==> images/registers.png <==
(2 px per um)
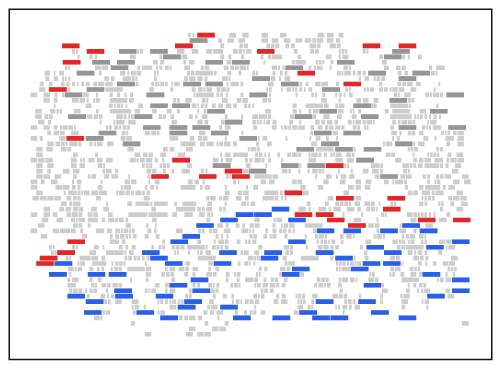
==> images/zoom.png <==
Region (168, 118) to (193, 143) um. Cells in gray, sequential cells in the stronger gray; small squares are vias.
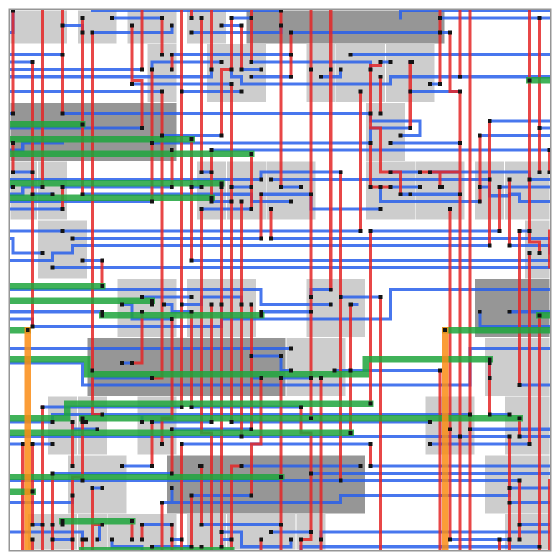
==> images/final_congestion.png <==
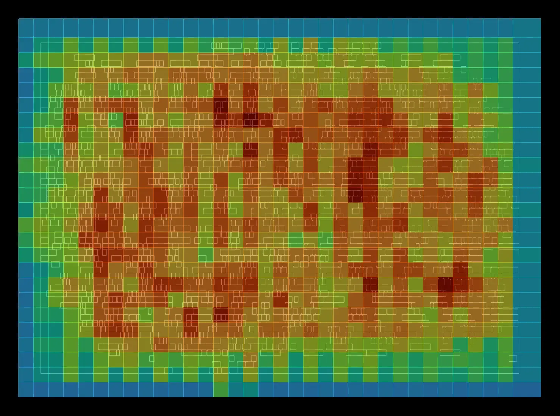
[src/rtl/csr_pkg.sv]
// Shared CSR definitions: address map, operation/source encodings driven by the
// decoder, and the read-modify-write helper used by the CSR unit.
package csr_pkg;

  localparam logic [11:0] CSR_MSCRATCH  = 12'h340;
  localparam logic [11:0] CSR_MCYCLE    = 12'hB00;
  localparam logic [11:0] CSR_MCYCLEH   = 12'hB80;
  localparam logic [11:0] CSR_MINSTRET  = 12'hB02;
  localparam logic [11:0] CSR_MINSTRETH = 12'hB82;
  localparam logic [11:0] CSR_CYCLE     = 12'hC00;
  localparam logic [11:0] CSR_CYCLEH    = 12'hC80;
  localparam logic [11:0] CSR_INSTRET   = 12'hC02;
  localparam logic [11:0] CSR_INSTRETH  = 12'hC82;

  typedef enum logic [1:0] {
    CSR_NA    = 2'b00,
    CSR_PASS  = 2'b01,
    CSR_SET   = 2'b10,
    CSR_CLEAR = 2'b11
  } csr_ctrl_e;

  typedef enum logic {
    CSR_SRC_REG = 1'b0,
    CSR_SRC_IMM = 1'b1
  } csr_src_e;

  function automatic logic [31:0] csr_rmw(input logic [1:0]  ctrl,
                                          input logic [31:0] old,
                                          input logic [31:0] src);
    logic [31:0] res;
    case (ctrl)
      CSR_PASS:  res = src;
      CSR_SET:   res = old | src;
      CSR_CLEAR: res = old & ~src;
      default:   res = old;
    endcase
    return res;
  endfunction

endpackage

[src/rtl/csr_counter64.sv]
// 64-bit free-running counter with independently writable 32-bit halves;
// a write to either half suppresses that edge's increment.
module csr_counter64
  import csr_pkg::*;
(
  input  logic        clk_i,
  input  logic        rst_n_i,
  input  logic        inc_i,
  input  logic        wr_lo_i,
  input  logic        wr_hi_i,
  input  logic [31:0] wdata_i,
  output logic [63:0] count_o
);

  logic [63:0] count_q;
  logic [63:0] count_d;

  // Next count: explicit write wins, otherwise increment with full 64-bit carry
  always_comb begin
    count_d = count_q;
    if (wr_lo_i) begin
      count_d[31:0] = wdata_i;
    end else if (wr_hi_i) begin
      count_d[63:32] = wdata_i;
    end else if (inc_i) begin
      count_d = count_q + 64'd1;
    end else begin
      count_d = count_q;
    end
  end

  // Counter register
  always_ff @(posedge clk_i or negedge rst_n_i) begin
    if (!rst_n_i) begin
      count_q <= 64'd0;
    end else begin
      count_q <= count_d;
    end
  end

  assign count_o = count_q;

endmodule

[src/rtl/csr_unit.sv]
// Machine-mode CSR unit: address decode, combinational read of the pre-write
// value, atomic read-modify-write, illegal-access detection, mscratch and counters.
module csr_unit
  import csr_pkg::*;
(
  input  logic        clk_i,
  input  logic        rst_n_i,
  input  logic        csr_en_i,
  input  logic [11:0] csr_addr_i,
  input  logic [1:0]  csr_control_i,
  input  logic        csr_src_i,
  input  logic [31:0] rs1_data_i,
  input  logic [4:0]  zimm_i,
  input  logic        retire_i,
  output logic [31:0] csr_rdata_o,
  output logic        illegal_o
);

  logic [31:0] mscratch_q;
  logic [31:0] mscratch_d;
  logic [63:0] mcycle;
  logic [63:0] minstret;

  logic [31:0] old_val;
  logic        implemented;
  logic        is_alias;
  logic        wr_intent;
  logic        illegal;
  logic        do_write;
  logic [31:0] src_val;
  logic [31:0] new_val;

  // Address decode and raw read mux
  always_comb begin
    old_val     = 32'd0;
    implemented = 1'b1;
    case (csr_addr_i)
      CSR_MSCRATCH:              old_val = mscratch_q;
      CSR_MCYCLE,   CSR_CYCLE:   old_val = mcycle[31:0];
      CSR_MCYCLEH,  CSR_CYCLEH:  old_val = mcycle[63:32];
      CSR_MINSTRET, CSR_INSTRET: old_val = minstret[31:0];
      CSR_MINSTRETH, CSR_INSTRETH: old_val = minstret[63:32];
      default: begin
        old_val     = 32'd0;
        implemented = 1'b0;
      end
    endcase
  end

  // Set/clear with a zero operand field is a pure read and may target the aliases
  assign is_alias  = (csr_addr_i[11:8] == 4'hC);
  assign wr_intent = (csr_control_i == CSR_PASS) ||
                     (((csr_control_i == CSR_SET) || (csr_control_i == CSR_CLEAR)) &&
                      (zimm_i != 5'd0));
  assign illegal   = csr_en_i && (!implemented || (wr_intent && is_alias) ||
                                  (csr_control_i == CSR_NA));
  assign do_write  = csr_en_i && !illegal && wr_intent;

  assign src_val = (csr_src_i == CSR_SRC_REG) ? rs1_data_i : {27'd0, zimm_i};
  assign new_val = csr_rmw(csr_control_i, old_val, src_val);

  // Outputs are forced to zero unless a legal access is present
  always_comb begin
    csr_rdata_o = 32'd0;
    illegal_o   = illegal;
    if (csr_en_i && !illegal) begin
      csr_rdata_o = old_val;
    end else begin
      csr_rdata_o = 32'd0;
    end
  end

  // mscratch next value
  always_comb begin
    mscratch_d = mscratch_q;
    if (do_write && (csr_addr_i == CSR_MSCRATCH)) begin
      mscratch_d = new_val;
    end else begin
      mscratch_d = mscratch_q;
    end
  end

  // mscratch register
  always_ff @(posedge clk_i or negedge rst_n_i) begin
    if (!rst_n_i) begin
      mscratch_q <= 32'd0;
    end else begin
      mscratch_q <= mscratch_d;
    end
  end

  csr_counter64 u_mcycle (
    .clk_i   (clk_i),
    .rst_n_i (rst_n_i),
    .inc_i   (1'b1),
    .wr_lo_i (do_write && (csr_addr_i == CSR_MCYCLE)),
    .wr_hi_i (do_write && (csr_addr_i == CSR_MCYCLEH)),
    .wdata_i (new_val),
    .count_o (mcycle)
  );

  csr_counter64 u_minstret (
    .clk_i   (clk_i),
    .rst_n_i (rst_n_i),
    .inc_i   (retire_i),
    .wr_lo_i (do_write && (csr_addr_i == CSR_MINSTRET)),
    .wr_hi_i (do_write && (csr_addr_i == CSR_MINSTRETH)),
    .wdata_i (new_val),
    .count_o (minstret)
  );

endmodule

[config.mk]
export PLATFORM = sky130hd
export DESIGN_NAME = csr_unit
export DESIGN_NICKNAME = d
export VERILOG_FILES = /design/src/rtl/csr_pkg.sv /design/src/rtl/csr_counter64.sv /design/src/rtl/csr_unit.sv
export SDC_FILE = /design/constraint.sdc
export NUM_CORES = 1
export LEC_CHECK = 0
export CORE_ASPECT_RATIO = 0.7
export CORE_MARGIN = 10
export CORE_UTILIZATION = 36
export DETAILED_ROUTE_END_ITERATION = 8
export PLACE_DENSITY_LB_ADDON = 0.1
export RECOVER_POWER = 25
export SYNTH_ARGS = -nofsm -noshare
export SYNTH_HDL_FRONTEND = slang
export SYNTH_SLANG_ARGS = --single-unit
[constraint.sdc]
create_clock -name clk_i -period 6.7 [get_ports clk_i]
set_input_delay 1.675 -clock clk_i [delete_from_list [all_inputs] [get_ports clk_i]]
set_output_delay 1.675 -clock clk_i [all_outputs]
set_load 0.005 [all_outputs]
==> reports/summary.txt <==
Worst Hold Slack: 0.487 ns
Clock net power: 981 uW
crit path time final: 6.59 ns
Logic pwr share: 13.1%
Synth Flop Type: dfrtp_1
Post-synth EDFFs: 0
initial DRC count: 1866
Worst VDD drop: 0.165 mV
top power group: sequential cells
CTS Buf Count: 17
violated checks: capacitance limit, slew limit
Pins Over Slew Limit: 86
status: finished with violations
Top delay family on crit path: simple AND/OR/NAND/NOR gates
Final Wtd Congestion: 0.976
busiest grt layer: met1
Mean Syn Cell Area: 8.12 sq um
Clock Skew: 0.0146 ns
Yosys Instances: 1510
count leader, synth: nand2_1
Hold EP: mscratch_q[13]
Max Cap Viol: 1
Comb gates: 1192
Inverters excl. clock: 43
Comb area share: 53.7%
Top cell area share: 32.7%
CTS Hold Bufs: 0
WS Path Type: input port to output port
# Taps: 435
Vert. Die Dim: 174 um
Back to the opening pictures, registers.png:
[blue] u_mcycle.count_o | placed flops: 64 | where: a band across the bottom
[red] mscratch_q | placed flops: 32
not colored: 64
Reg area: 0.00400 sq mm
Util after Layout: 42.4%
Seq. pwr: 1.09 mW
flop share of the area: 28.1%

Back to the opening pictures, zoom.png:
[orange] met4
[blue] met1
[green] met3
[red] met2
netlist names of flops here include: u_minstret.count_o (3), mscratch_q (1)
sequential cells in the window: 4
cells with their middle in the window: 41
most frequent: nand2_1 (5), nor4_1 (5)

Back to the opening pictures, final_congestion.png:
GR Util met1: 40.1%
met2 usage: 38.2%
GRT Util Overall: 27.2%
post-DR wirelength/cell: 28.8 um
met3 Usage GRT: 7.06%

[how the worst max path moves through the flow]
stage / from / slack, ns / endpoint / cells past startpoint
floorplan: csr_addr_i[11] / 1.49 / csr_rdata_o[21] / 7
detailed placement: csr_addr_i[11] / 0.16 / csr_rdata_o[17] / 9
CTS: csr_addr_i[11] / 0.16 / csr_rdata_o[17] / 9
global placement: csr_addr_i[11] / 0.23 / csr_rdata_o[17] / 9
finish: csr_addr_i[11] / 0.11 / csr_rdata_o[17] / 9
global route: csr_addr_i[11] / 0.05 / csr_rdata_o[17] / 9
[sequential cells by signal (all words and copies together), names as in the netlist]
| name | cells |
|---|---|
| mscratch_q | 32 |
| u_mcycle.count_o | 64 |
| u_minstret.count_o | 64 |
Power and IR drop assume default switching activity.
